==> config.mk <==
export PLATFORM = sky130hd
export DESIGN_NAME = cpu_core_mc
export DESIGN_NICKNAME = d
export VERILOG_FILES = /design/src/rtl/cpu_core_mc.sv
export SDC_FILE = /design/constraint.sdc
export NUM_CORES = 1
export LEC_CHECK = 0
export ABC_CLOCK_PERIOD_IN_PS = 12500
export CAP_MARGIN = 20
export CORE_MARGIN = 3
export CORE_UTILIZATION = 55
export CTS_BUF_LIST = sky130_fd_sc_hd__clkbuf_8
export DETAILED_ROUTE_END_ITERATION = 8
export GPL_ROUTABILITY_DRIVEN = 0
export HOLD_SLACK_MARGIN = 0.02
export PLACE_DENSITY = 0.78
export SYNTH_ARGS = -nofsm -noshare
export SYNTH_HDL_FRONTEND = slang
export SYNTH_SLANG_ARGS = --single-unit
export TNS_END_PERCENT = 20
==> constraint.sdc <==
create_clock -name CLK -period 12.5 [get_ports CLK]
set_input_delay 2.5 -clock CLK [delete_from_list [all_inputs] [get_ports CLK]]
set_output_delay 2.5 -clock CLK [all_outputs]
set_load 0.03 [all_outputs]
==> src/rtl/cpu_core_mc.sv <==
`default_nettype none
// ============================================================================
// Module      : cpu_core_mc
// Description : Multi-cycle successor to the single-cycle 8-bit cpu. Executes
//               ALU/branch ops in one clock and load/store ops through a
//               data-memory port that stalls the core while BUSYWAIT is high.
//               Instruction format: OP[31:24] RD[23:16] RS1[15:8] RS2/IMM[7:0].
// Revision    : 1.0 - initial release
// ============================================================================
module cpu_core_mc #(
  parameter int DATA_W    = 8,
  parameter int REG_COUNT = 8
) (
  input  logic              CLK,
  input  logic              RESET,
  output logic [31:0]       PC,
  input  logic [31:0]       INSTRUCTION,
  output logic              MEM_READ,
  output logic              MEM_WRITE,
  output logic [DATA_W-1:0] MEM_ADDR,
  output logic [DATA_W-1:0] MEM_WDATA,
  input  logic [DATA_W-1:0] MEM_RDATA,
  input  logic              BUSYWAIT,
  output logic              RETIRED
);

  localparam int RA_W = (REG_COUNT > 1) ? $clog2(REG_COUNT) : 1;

  localparam logic [7:0] c_op_loadi = 8'h00;
  localparam logic [7:0] c_op_mov   = 8'h01;
  localparam logic [7:0] c_op_add   = 8'h02;
  localparam logic [7:0] c_op_sub   = 8'h03;
  localparam logic [7:0] c_op_and   = 8'h04;
  localparam logic [7:0] c_op_or    = 8'h05;
  localparam logic [7:0] c_op_j     = 8'h06;
  localparam logic [7:0] c_op_beq   = 8'h07;
  localparam logic [7:0] c_op_lwd   = 8'h08;
  localparam logic [7:0] c_op_lwi   = 8'h09;
  localparam logic [7:0] c_op_swd   = 8'h0A;
  localparam logic [7:0] c_op_swi   = 8'h0B;
  localparam logic [7:0] c_op_bne   = 8'h0C;

  typedef enum logic [0:0] {
    RUN      = 1'b0,
    MEM_WAIT = 1'b1
  } state_t;

  // State and registered outputs
  state_t            r_state, w_state_nxt;
  logic [31:0]       r_pc, w_pc_nxt;
  logic              r_mem_read, w_mem_read_nxt;
  logic              r_mem_write, w_mem_write_nxt;
  logic [DATA_W-1:0] r_mem_addr, w_mem_addr_nxt;
  logic [DATA_W-1:0] r_mem_wdata, w_mem_wdata_nxt;
  logic              r_retired, w_retired_nxt;
  logic [RA_W-1:0]   r_ld_rd, w_ld_rd_nxt;
  logic [DATA_W-1:0] r_regs [REG_COUNT];

  // Decode
  logic [7:0]        w_op;
  logic [RA_W-1:0]   w_rd, w_rs1, w_rs2;
  logic [DATA_W-1:0] w_rs1_val, w_rs2_val, w_imm;
  logic [31:0]       w_br_off, w_pc_seq, w_pc_br;
  logic              w_unused_rs1_hi;

  // Execute
  logic              w_alu_we;
  logic [DATA_W-1:0] w_alu_res;
  logic              w_taken;
  logic              w_mem_op;
  logic              w_mem_ld;
  logic [DATA_W-1:0] w_mem_ea;

  // Register-file write port
  logic              w_rf_we;
  logic [RA_W-1:0]   w_rf_waddr;
  logic [DATA_W-1:0] w_rf_wdata;

  assign w_op      = INSTRUCTION[31:24];
  assign w_rd      = INSTRUCTION[16 +: RA_W];
  assign w_rs1     = INSTRUCTION[8 +: RA_W];
  assign w_rs2     = INSTRUCTION[0 +: RA_W];
  assign w_rs1_val = r_regs[w_rs1];
  assign w_rs2_val = r_regs[w_rs2];

  // Upper RS1 byte bits are don't-care once the register index is taken
  assign w_unused_rs1_hi = ^INSTRUCTION[15:8];

  generate
    if (DATA_W > 8) begin : g_sext_wide
      assign w_imm = {{(DATA_W-8){INSTRUCTION[7]}}, INSTRUCTION[7:0]};
    end else begin : g_sext_none
      assign w_imm = INSTRUCTION[7:0];
    end
  endgenerate

  // Branch offset counts words relative to the following instruction
  assign w_br_off = {{22{INSTRUCTION[23]}}, INSTRUCTION[23:16], 2'b00};
  assign w_pc_seq = r_pc + 32'd4;
  assign w_pc_br  = w_pc_seq + w_br_off;

  // Opcode decode: ALU result, branch decision, memory access classification
  always_comb begin
    w_alu_we  = 1'b0;
    w_alu_res = '0;
    w_taken   = 1'b0;
    w_mem_op  = 1'b0;
    w_mem_ld  = 1'b0;
    w_mem_ea  = w_imm;
    case (w_op)
      c_op_loadi: begin w_alu_we = 1'b1; w_alu_res = w_imm; end
      c_op_mov:   begin w_alu_we = 1'b1; w_alu_res = w_rs2_val; end
      c_op_add:   begin w_alu_we = 1'b1; w_alu_res = w_rs1_val + w_rs2_val; end
      c_op_sub:   begin w_alu_we = 1'b1; w_alu_res = w_rs1_val - w_rs2_val; end
      c_op_and:   begin w_alu_we = 1'b1; w_alu_res = w_rs1_val & w_rs2_val; end
      c_op_or:    begin w_alu_we = 1'b1; w_alu_res = w_rs1_val | w_rs2_val; end
      c_op_j:     w_taken = 1'b1;
      c_op_beq:   w_taken = (w_rs1_val == w_rs2_val);
      c_op_bne:   w_taken = (w_rs1_val != w_rs2_val);
      c_op_lwd:   begin w_mem_op = 1'b1; w_mem_ld = 1'b1; w_mem_ea = w_rs2_val; end
      c_op_lwi:   begin w_mem_op = 1'b1; w_mem_ld = 1'b1; end
      c_op_swd:   begin w_mem_op = 1'b1; w_mem_ea = w_rs2_val; end
      c_op_swi:   w_mem_op = 1'b1;
      default:    ;
    endcase
  end

  // Next-state and next-output logic; stores and loads park in MEM_WAIT
  always_comb begin
    w_state_nxt     = r_state;
    w_pc_nxt        = r_pc;
    w_mem_read_nxt  = r_mem_read;
    w_mem_write_nxt = r_mem_write;
    w_mem_addr_nxt  = r_mem_addr;
    w_mem_wdata_nxt = r_mem_wdata;
    w_ld_rd_nxt     = r_ld_rd;
    w_retired_nxt   = 1'b0;
    w_rf_we         = 1'b0;
    w_rf_waddr      = w_rd;
    w_rf_wdata      = w_alu_res;
    case (r_state)
      RUN: begin
        if (w_mem_op) begin
          w_mem_read_nxt  = w_mem_ld;
          w_mem_write_nxt = ~w_mem_ld;
          w_mem_addr_nxt  = w_mem_ea;
          w_mem_wdata_nxt = w_rs1_val;
          w_ld_rd_nxt     = w_rd;
          w_state_nxt     = MEM_WAIT;
        end else begin
          w_rf_we       = w_alu_we;
          w_pc_nxt      = w_taken ? w_pc_br : w_pc_seq;
          w_retired_nxt = 1'b1;
        end
      end
      MEM_WAIT: begin
        // Destination comes from the captured rd, not the live instruction
        if (!BUSYWAIT) begin
          w_rf_we         = r_mem_read;
          w_rf_waddr      = r_ld_rd;
          w_rf_wdata      = MEM_RDATA;
          w_mem_read_nxt  = 1'b0;
          w_mem_write_nxt = 1'b0;
          w_pc_nxt        = w_pc_seq;
          w_retired_nxt   = 1'b1;
          w_state_nxt     = RUN;
        end
      end
      default: w_state_nxt = RUN;
    endcase
  end

  // State register and registered memory-port outputs
  always_ff @(posedge CLK) begin
    if (RESET) begin
      r_state     <= RUN;
      r_pc        <= '0;
      r_mem_read  <= 1'b0;
      r_mem_write <= 1'b0;
      r_mem_addr  <= '0;
      r_mem_wdata <= '0;
      r_retired   <= 1'b0;
      r_ld_rd     <= '0;
    end else begin
      r_state     <= w_state_nxt;
      r_pc        <= w_pc_nxt;
      r_mem_read  <= w_mem_read_nxt;
      r_mem_write <= w_mem_write_nxt;
      r_mem_addr  <= w_mem_addr_nxt;
      r_mem_wdata <= w_mem_wdata_nxt;
      r_retired   <= w_retired_nxt;
      r_ld_rd     <= w_ld_rd_nxt;
    end
  end

  // Register file: cleared on reset, single write port
  always_ff @(posedge CLK) begin
    if (RESET) begin
      for (int i = 0; i < REG_COUNT; i++) begin
        r_regs[i] <= '0;
      end
    end else if (w_rf_we) begin
      r_regs[w_rf_waddr] <= w_rf_wdata;
    end
  end

  assign PC        = r_pc;
  assign MEM_READ  = r_mem_read;
  assign MEM_WRITE = r_mem_write;
  assign MEM_ADDR  = r_mem_addr;
  assign MEM_WDATA = r_mem_wdata;
  assign RETIRED   = r_retired;

endmodule
`default_nettype wire

==> impl_metrics.tcl <==
# flow metrics
set metrics [dict create \
    grtUsageTotal_pct 25.7 \
    crit_slowest_cell "or3_1" \
    hp-start "MEM_ADDR[7]" \
    critPathCaptureType "flop" \
    hold_end "MEM_ADDR[7]" \
    crit_family "simple AND/OR/NAND/NOR gates" \
    synth_area_mm2 0.00881 \
    cts.sinks 117 \
    synthesis.instances 951 \
    drt_iter0_markers 773 \
    setup_violations 0 \
    chipArea_mm2 0.0176 \
    rrSetupSlack_ps 7870 \
    synth_seq_share_pct 33.9 \
    grt_pass1_wl_mm 36.5 \
    final_cells 1244 \
    grt_max_degree 48 \
    postCtsResizedCells 0 \
    area_growth_pct 15.8 \
    cts_buffers 17 \
    tightest_slew_ps 1100 \
    warnings 54 \
    p_leak_uw 0.00403 \
    insertedDiodeCount 0 \
    startpoint_type "input pin" \
    hold_viol_final 0 \
    whs_path_depth 2 \
    yosysCellCount 951 \
    dp_cells 1211 \
    skew_ps 17.2 \
    fin_crit_sh_pct 55.8 \
    period_minus_slack_ps 6980 \
    crit_buf_inv 3 \
    routed_wl_mm 22.7 \
    rsz0062_at_grt "no" \
    max_cap_viol_count 0 \
    fmax_mhz 143 \
    status "finished, final reports clean" \
]
through the flow:
step	hold slack [ps]	util, %	cell area, µm²
after CTS	457	66.1	10200
after floorplan	436	-	8810
after global routing	485	66.2	10200
after detailed placement	447	63.5	9800
final	457	66.2	10200
after global placement	439	63.5	9800
layer usage:
layer / routed length, µm / part of all wire (%) / track usage (%) / up-vias
met5: 0 / 0 / 0 / -
met4: 476 / 2.1 / 8.78 / 0
met3: 1720 / 7.6 / 4.68 / 42
met2: 10400 / 46 / 40.3 / 310
met1: 10100 / 45 / 36.1 / 3662
li1: - / - / - / 3653
sequential cells by signal, indices dropped and copies added (netlist names):
name	count
MEM_ADDR	8
MEM_READ	1
MEM_WDATA	8
MEM_WRITE	1
PC	30
RETIRED	1
r_ld_rd	3
r_regs	64
r_state	1
Yosys cell counts (27+ instances only):
master	instances
mux2i_1	27
a21oi_1	65
clkbuf_1	32
nand2_1	81
edfxtp_1	64
nor2_1	130
o21ai_0	51
xnor2_1	34
dfxtp_1	53
ha_1	61
mux4_2	32
inv_1	28
worst min-delay path, stage by stage (launching register included):
cell,delay (ps)
dfxtp_1,310
nand2_1,50
a21oi_1,50
area by class of cell:
class | count | area [µm²]
multi-input cells | 758 | 5520
fillers | 1303 | 5220
flip-flops and latches | 117 | 2980
repair buffers | 97 | 936
well taps | 211 | 264
clock buffers | 17 | 234
clock inverters | 15 | 165
inverters | 29 | 109
how the worst max path moves through the flow:
stage | cells past startpoint | endpoint | slack [ps]
global route | 13 | PC[29] | 5370
global placement | 13 | PC[29] | 5140
CTS | 13 | PC[29] | 5580
detailed placement | 13 | PC[29] | 5120
finish | 13 | PC[29] | 5520
floorplan | 15 | r_regs[0][6] | 6180
cell families after synthesis:
logic type      Yosys count  share of synthesized area [%]
simple gates            329                           17.6
compound gates          245                           18.1
flops                   117                           33.9
buf+inv                  77                           3.78
fa+ha+maj                64                           9.35
mux                      64                           11.9
xor+xnor                 54                           5.37
other cells               1                         0.0426
where the power goes:
group	switching, µW	internal [µW]
Sequential	7.14	414
Clock	168	195
Combinational	99.8	76.4
Total	275	685
layout by cell type (no fill, tap or decap), types with 8 or more instances in the layout:
cell type,Yosys,layout
a211oi_1,24,24
a21o_1,17,17
a21oi_1,65,65
a22oi_1,8,8
and3_1,13,13
buf_4,5,10
clkbuf_8,0,17
clkdlybuf4s50_1,0,85
dfxtp_1,53,53
edfxtp_1,64,64
ha_1,61,61
inv_1,28,31
mux2i_1,27,27
mux4_2,32,32
nand2_1,81,81
nand2b_1,19,19
nand3_1,21,21
nand4_1,14,14
nor2_1,130,130
nor3_1,18,18
o21ai_0,51,51
o21ai_1,8,8
o21bai_1,8,8
o221ai_1,12,12
xnor2_1,34,34
xor2_1,20,20
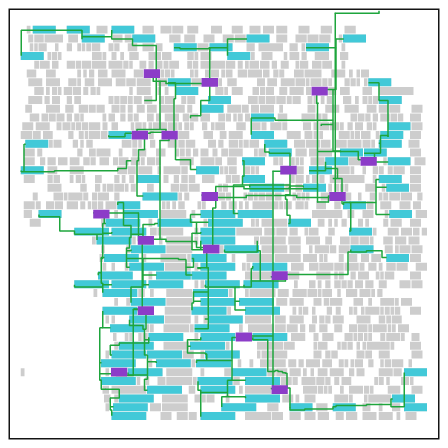
clk_routes.png
Green shows clock wires, length 1700 µm. Cyan shows flip-flops, count 117. Purple shows clock drivers, count 17.
Position of the flops: spread over the die.

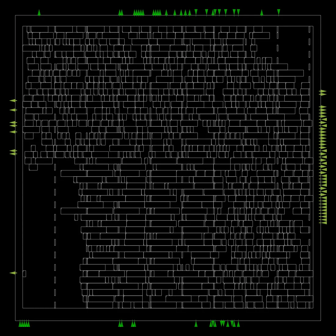
placement.png
core footprint: 0.0154 mm²
FF+latch count: 117
Filler Cells Inserted: 1303
well tap count: 211

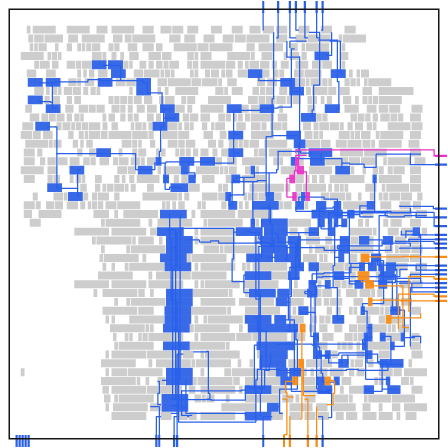
io_fan.png
Blue shows `INSTRUCTION`, bits 32, direction input, edge 14 right, 11 bottom, 7 top, end cells 165, wire 2660 µm. Magenta shows `BUSYWAIT`, bits 1, direction input, edge right, end cells 5, wire 79.4 µm. Orange shows `MEM_RDATA`, bits 8, direction input, edge 4 bottom, 4 right, end cells 9, wire 246 µm.

Power and IR drop assume default switching activity.
